`src/rtl/uart_rx_ext.sv`:
```
// UART receiver with parameterised framing, parity and stop-bit checking.
// Define UART_RX_BREAK_DETECT_EN to report all-zero frames as line breaks on rx_break.
module uart_rx_ext #(
  parameter int CLK_HZ    = 200_000_000,
  parameter int BAUD      = 9600,
  parameter int DATA_BITS = 8,
  parameter int PARITY    = 0,
  parameter int STOP_BITS = 1
) (
  input  logic                 clk,
  input  logic                 rst,
  input  logic                 rxd,
  output logic [DATA_BITS-1:0] rx_data,
  output logic                 rx_valid,
  output logic                 rx_busy,
  output logic                 rx_parity_err,
  output logic                 rx_frame_err,
  output logic                 rx_break
);

  localparam int          DIV      = CLK_HZ / BAUD;
  localparam logic [15:0] CNT_FULL = 16'(DIV - 1);
  localparam logic [15:0] CNT_HALF = 16'(DIV / 2 - 1);
  localparam logic [3:0]  LAST_BIT = 4'(DATA_BITS - 1);

`ifdef UART_RX_BREAK_DETECT_EN
  typedef enum logic [2:0] {IDLE, START, DATA, PAR, STOP, BRK} state_t;
`else
  typedef enum logic [2:0] {IDLE, START, DATA, PAR, STOP} state_t;
`endif

  state_t               state;
  logic [15:0]          cnt;
  logic [3:0]           bit_idx;
  logic                 stop_idx;
  logic [DATA_BITS-1:0] shift;
  logic                 par_err_q;
  logic                 frame_err_q;

  logic       rxd_meta;
  logic       rxd_s;
  logic       rxd_prev;
  logic [1:0] settle;
  logic       armed;

  logic fall;
  logic par_x;
  logic par_bad;
  logic stop_last;

  // Edge detection is only armed once the synchronizer holds real line samples
  // and the line has been seen high, so a line held low through reset never starts a frame.
  always_ff @(posedge clk or posedge rst) begin
    if (rst) begin
      rxd_meta <= 1'b1;
      rxd_s    <= 1'b1;
      rxd_prev <= 1'b1;
      settle   <= 2'd0;
      armed    <= 1'b0;
    end else begin
      rxd_meta <= rxd;
      rxd_s    <= rxd_meta;
      rxd_prev <= rxd_s;
      if (settle != 2'd2)
        settle <= settle + 2'd1;
      if (settle == 2'd2 && rxd_s)
        armed <= 1'b1;
    end
  end

  assign fall      = armed && rxd_prev && !rxd_s;
  assign par_x     = (^shift) ^ rxd_s;
  assign par_bad   = (PARITY == 1) ? ~par_x : par_x;
  assign stop_last = (STOP_BITS == 1) || stop_idx;

`ifdef UART_RX_BREAK_DETECT_EN
  logic all_zero;
`endif

  always_ff @(posedge clk or posedge rst) begin
    if (rst) begin
      state         <= IDLE;
      cnt           <= 16'd0;
      bit_idx       <= 4'd0;
      stop_idx      <= 1'b0;
      shift         <= '0;
      par_err_q     <= 1'b0;
      frame_err_q   <= 1'b0;
      rx_data       <= '0;
      rx_valid      <= 1'b0;
      rx_busy       <= 1'b0;
      rx_parity_err <= 1'b0;
      rx_frame_err  <= 1'b0;
`ifdef UART_RX_BREAK_DETECT_EN
      all_zero      <= 1'b0;
      rx_break      <= 1'b0;
`endif
    end else begin
      rx_valid <= 1'b0;
`ifdef UART_RX_BREAK_DETECT_EN
      rx_break <= 1'b0;
`endif
      case (state)
        IDLE: begin
          if (fall) begin
            state   <= START;
            cnt     <= CNT_HALF;
            rx_busy <= 1'b1;
          end
        end
        START: begin
          if (cnt == 16'd0) begin
            if (rxd_s) begin
              state   <= IDLE;
              rx_busy <= 1'b0;
            end else begin
              state       <= DATA;
              cnt         <= CNT_FULL;
              bit_idx     <= 4'd0;
              stop_idx    <= 1'b0;
              par_err_q   <= 1'b0;
              frame_err_q <= 1'b0;
`ifdef UART_RX_BREAK_DETECT_EN
              all_zero    <= 1'b1;
`endif
            end
          end else begin
            cnt <= cnt - 16'd1;
          end
        end
        DATA: begin
          if (cnt == 16'd0) begin
            cnt   <= CNT_FULL;
            shift <= {rxd_s, shift[DATA_BITS-1:1]};
`ifdef UART_RX_BREAK_DETECT_EN
            all_zero <= all_zero & ~rxd_s;
`endif
            if (bit_idx == LAST_BIT)
              state <= (PARITY != 0) ? PAR : STOP;
            else
              bit_idx <= bit_idx + 4'd1;
          end else begin
            cnt <= cnt - 16'd1;
          end
        end
        PAR: begin
          if (cnt == 16'd0) begin
            cnt       <= CNT_FULL;
            par_err_q <= par_bad;
            state     <= STOP;
`ifdef UART_RX_BREAK_DETECT_EN
            all_zero  <= all_zero & ~rxd_s;
`endif
          end else begin
            cnt <= cnt - 16'd1;
          end
        end
        STOP: begin
          if (cnt == 16'd0) begin
            cnt <= CNT_FULL;
            if (stop_last) begin
`ifdef UART_RX_BREAK_DETECT_EN
              if (all_zero && !rxd_s) begin
                rx_break <= 1'b1;
                state    <= BRK;
              end else begin
                state         <= IDLE;
                rx_busy       <= 1'b0;
                rx_valid      <= 1'b1;
                rx_data       <= shift;
                rx_parity_err <= (PARITY != 0) && par_err_q;
                rx_frame_err  <= frame_err_q | ~rxd_s;
              end
`else
              state         <= IDLE;
              rx_busy       <= 1'b0;
              rx_valid      <= 1'b1;
              rx_data       <= shift;
              rx_parity_err <= (PARITY != 0) && par_err_q;
              rx_frame_err  <= frame_err_q | ~rxd_s;
`endif
            end else begin
              stop_idx    <= 1'b1;
              frame_err_q <= frame_err_q | ~rxd_s;
`ifdef UART_RX_BREAK_DETECT_EN
              all_zero    <= all_zero & ~rxd_s;
`endif
            end
          end else begin
            cnt <= cnt - 16'd1;
          end
        end
`ifdef UART_RX_BREAK_DETECT_EN
        // Hold off until the line returns high so the break itself is not re-read as a frame.
        BRK: begin
          if (rxd_s) begin
            state   <= IDLE;
            rx_busy <= 1'b0;
          end
        end
`endif
        default: begin
          state   <= IDLE;
          rx_busy <= 1'b0;
        end
      endcase
    end
  end

`ifndef UART_RX_BREAK_DETECT_EN
  assign rx_break = 1'b0;
`endif

endmodule

```
`config.mk`:
```
export PLATFORM = sky130hd
export DESIGN_NAME = uart_rx_ext
export DESIGN_NICKNAME = d
export VERILOG_FILES = /design/src/rtl/uart_rx_ext.sv
export SDC_FILE = /design/constraint.sdc
export NUM_CORES = 1
export LEC_CHECK = 0
export CAP_MARGIN = 20
export CORE_ASPECT_RATIO = 0.5
export CORE_UTILIZATION = 58
export CTS_CLUSTER_SIZE = 20
export DETAILED_ROUTE_END_ITERATION = 8
export PLACE_DENSITY = 0.78
export SLEW_MARGIN = 20
export SYNTH_ARGS = -nofsm -noshare
export SYNTH_HDL_FRONTEND = slang
export SYNTH_SLANG_ARGS = --single-unit
```
`constraint.sdc`:
```
create_clock -name clk -period 3.2 [get_ports clk]
set_input_delay 0.64 -clock clk [delete_from_list [all_inputs] [get_ports clk]]
set_output_delay 0.64 -clock clk [all_outputs]
set_load 0.01 [all_outputs]
```
==> results.yml <==
# yosys + openroad results
worst_setup_path:
  timing.critical_path.slowest_stage_cell: "or4_1"
  cp-start-kind: "flip-flop"
  setup.worst_path.class: "reg -> reg"
  timing.critical_path.slowest_cell_delay_ns: 0.78
  end_kind: "flip-flop"
  r2r_depth: 7
  crit_family: "simple AND/OR/NAND/NOR gates"
  worstSetupPathDepth: 7
  worst_ep_required_time_ns: 3.39
clock_network:
  h-tree-depth: 2
  cts_made_buffers: 5
sta:
  worst_slew_margin_rel_pct: 46.2
  post-route-min-period_ns: 2.76
  finalHoldViolations: 0
  grt_setup_unrepaired: "false"
  worst_slew_pin_slew_ns: 0.806
  fmax_ghz: 0.362
  report.final.setup_viol: 0
synthesis:
  netlist.area_leader.share_pct: 46.2
  ys.warnings.count: 0
  async_reset_ff_share_pct: 100
  flop_cell: "dfrtp_1"
  synth.ff_latch_count: 48
  enable_flop_cells: 0
  ys_cells: 242
  count_of_distinct_cell_types_in_the_synthesized_netlist: 46
global_route:
  gr-max-usage-layer: "met2"
  grtUsageMet1_pct: 30.2
  grt_use_met2_pct: 40.0
  pin_count_of_the_biggest_net_entering_global_routing: 49
  global_route.usage.total_pct: 23.7
  grt_pass1_vias: 1671
  grt_use_met3_pct: 6.83
  gr-total-overflow: 0
  grt_first_pass_wirelength_um: 7780
layout:
  num_antenna_cells: 0
  final_core_utilization_pct: 68.2
  num-nets-final: 261
  drive_above_1_share_pct: 15.7
  fillers: 310
outcome:
  status: "finished clean"
pwr:
  power_density_nw_per_um2: 543
  power_leakage_nw: 1.16
  internal_power_mw: 0.999
  seq_power_share_pct: 49.2
  max-vdd-ir-drop_mv: 0.334
  p_clk_share_pct: 29.1
route:
  drt.antenna.violating_nets: 0
  drt_iter0_drc: 127
  postRouteWirelength_um: 4880
  dr.pass1.iters: 4
floorplan:
  design.core.area_um2: 3960
  initCoreUtil_pct: 61.5
place:
  io_buffer_count: 13
  placed_cells: 301
hold_path:
  hold_path_class: "reg -> reg"
  hold-path-cell-count: 0
==> logic make-up after synthesis <==
| logic type | synth area share (%) |
|---|---|
| XOR/XNOR | 0.719 |
| AND-OR/OR-AND | 16.6 |
| other | 0.154 |
| flip-flops | 49.4 |
| multiplexers | 8.68 |
| adder cells (fa/ha/maj) | 2.05 |
| AND/OR/NAND/NOR | 17.8 |
| buffers and inverters | 4.52 |
==> sequential cells by signal, summed over array words and instances (netlist names) <==
| signal | flops |
|---|---|
| armed | 1 |
| bit_idx | 4 |
| cnt | 16 |
| rx_busy | 1 |
| rx_data | 8 |
| rx_frame_err | 1 |
| rx_valid | 1 |
| rxd_meta | 1 |
| rxd_prev | 1 |
| rxd_s | 1 |
| settle | 2 |
| shift | 8 |
| state | 3 |
==> power by group through the flow <==
stage,registers (mW),clock network (mW),logic (mW)
floorplan,0.692,0,0.305
global placement,0.729,0,0.311
detailed placement,0.734,0,0.318
CTS,0.722,0.438,0.318
global route,0.732,0.463,0.361
finish,0.722,0.428,0.319
==> routing by layer <==
| metal | vias to the layer above | wire length [um] |
|---|---|---|
| met2 | 67 | 2300 |
| met3 | 11 | 287 |
| li1 | 897 | - |
| met1 | 920 | 2220 |
| met4 | 0 | 77 |
| met5 | - | 0 |
==> final cells by class <==
class                   count  share of cell area [%]
flip-flops and latches     48                    44.5
multi-input cells         172                    41.6
repair buffers             17                    5.92
clock buffers               6                    2.68
well taps                  54                    2.50
inverters                  10                    1.43
clock inverters             2                    1.30
==> layout by cell type, fill, tap and decap left out, types with 5 or more instances in the layout <==
cell,n
a21oi_1,18
clkbuf_8,5
clkdlybuf4s50_1,13
dfrtp_1,45
inv_1,9
mux2_2,17
nand2_1,21
nand3_1,6
nor2_1,15
nor3_1,9
nor4_1,5
o21ai_0,28
==> stage by stage <==
stage / hold WS [ns] / power (mW) / instance area, um^2 / setup WS (ns)
after floorplan: 0.345 / 0.997 / 2440 / 0.787
after global placement: 0.346 / 1.04 / 2600 / 0.538
after detailed placement: 0.349 / 1.05 / 2600 / 0.459
after CTS: 0.362 / 1.48 / 2700 / 0.449
after global routing: 0.368 / 1.56 / 2710 / 0.281
final: 0.362 / 1.47 / 2710 / 0.438
==> worst reg2reg max path, stage by stage, from the launching register on <==
cell     delay [ns]
dfrtp_1        0.40
inv_1          0.12
ha_1           0.16
or4b_1         0.56
or4_1          0.79
o21ai_2        0.36
nor2_1         0.09
o22a_1         0.19
==> worst paths after layout <==
| kind | from | end | slack (ns) |
|---|---|---|---|
| min in group asynchronous | rst | settle[1]$_DFFE_PP0P_ | 0.79 |
| setup / recovery | cnt[0]$_DFFE_PP0P_ | cnt[13]$_DFFE_PP0P_ | 0.44 |
| hold reg to reg | rxd_meta$_DFF_PP1_ | rxd_s$_DFF_PP1_ | 0.36 |
| hold / removal | rxd_meta$_DFF_PP1_ | rxd_s$_DFF_PP1_ | 0.36 |
| max in group asynchronous | rst | cnt[6]$_DFFE_PP0P_ | 1.91 |
| setup reg to reg | cnt[0]$_DFFE_PP0P_ | cnt[13]$_DFFE_PP0P_ | 0.44 |
### Met1 routing

Supply wires on this layer in grey.
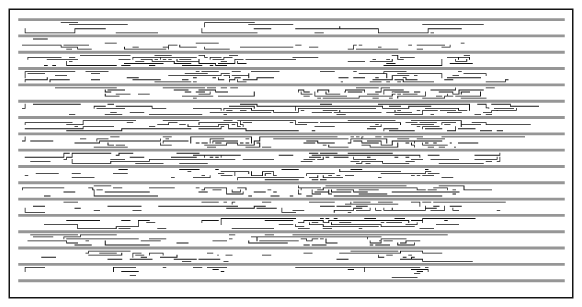
The longest straight run is 25.8 um. The layer carries 2220 um of wire. The wires run mostly horizontal. The layer holds 45% of the routed length.

### The metal 2 layer

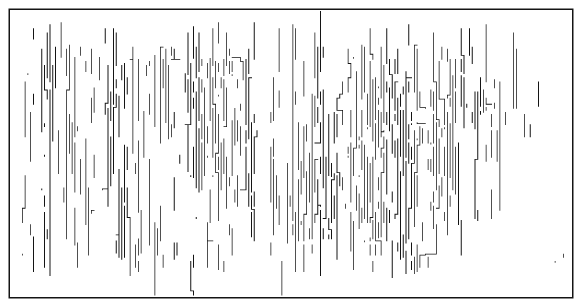
The layer holds 47% of the routed length. The longest straight run is 32.6 um. 225 nets have wire on it.

### Signal wires on met3

The bar under the picture is 20 um long.
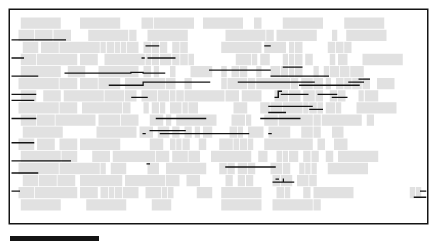
The longest straight run is 19.8 um. 34 nets have wire on it. The layer holds 5.9% of the routed length. The layer carries 287 um of wire.

### The clock network

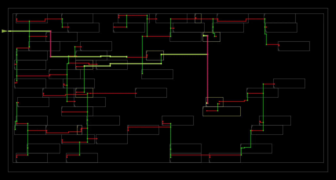
power in the clock group: 0.428 mW
flip-flops: 48
clock tree buffer count of the final layout: 6

### Selected gate families

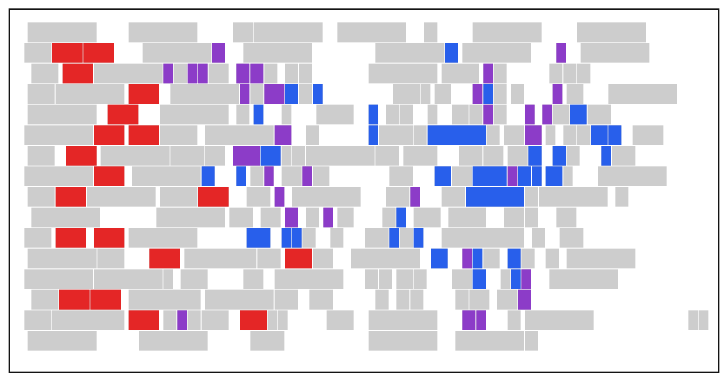
Key: blue = NOR gates [cells 34]; red = multiplexers [cells 19]; purple = NAND gates [cells 31]

Power figures rest on the tool's default switching activity, not on a simulated workload.
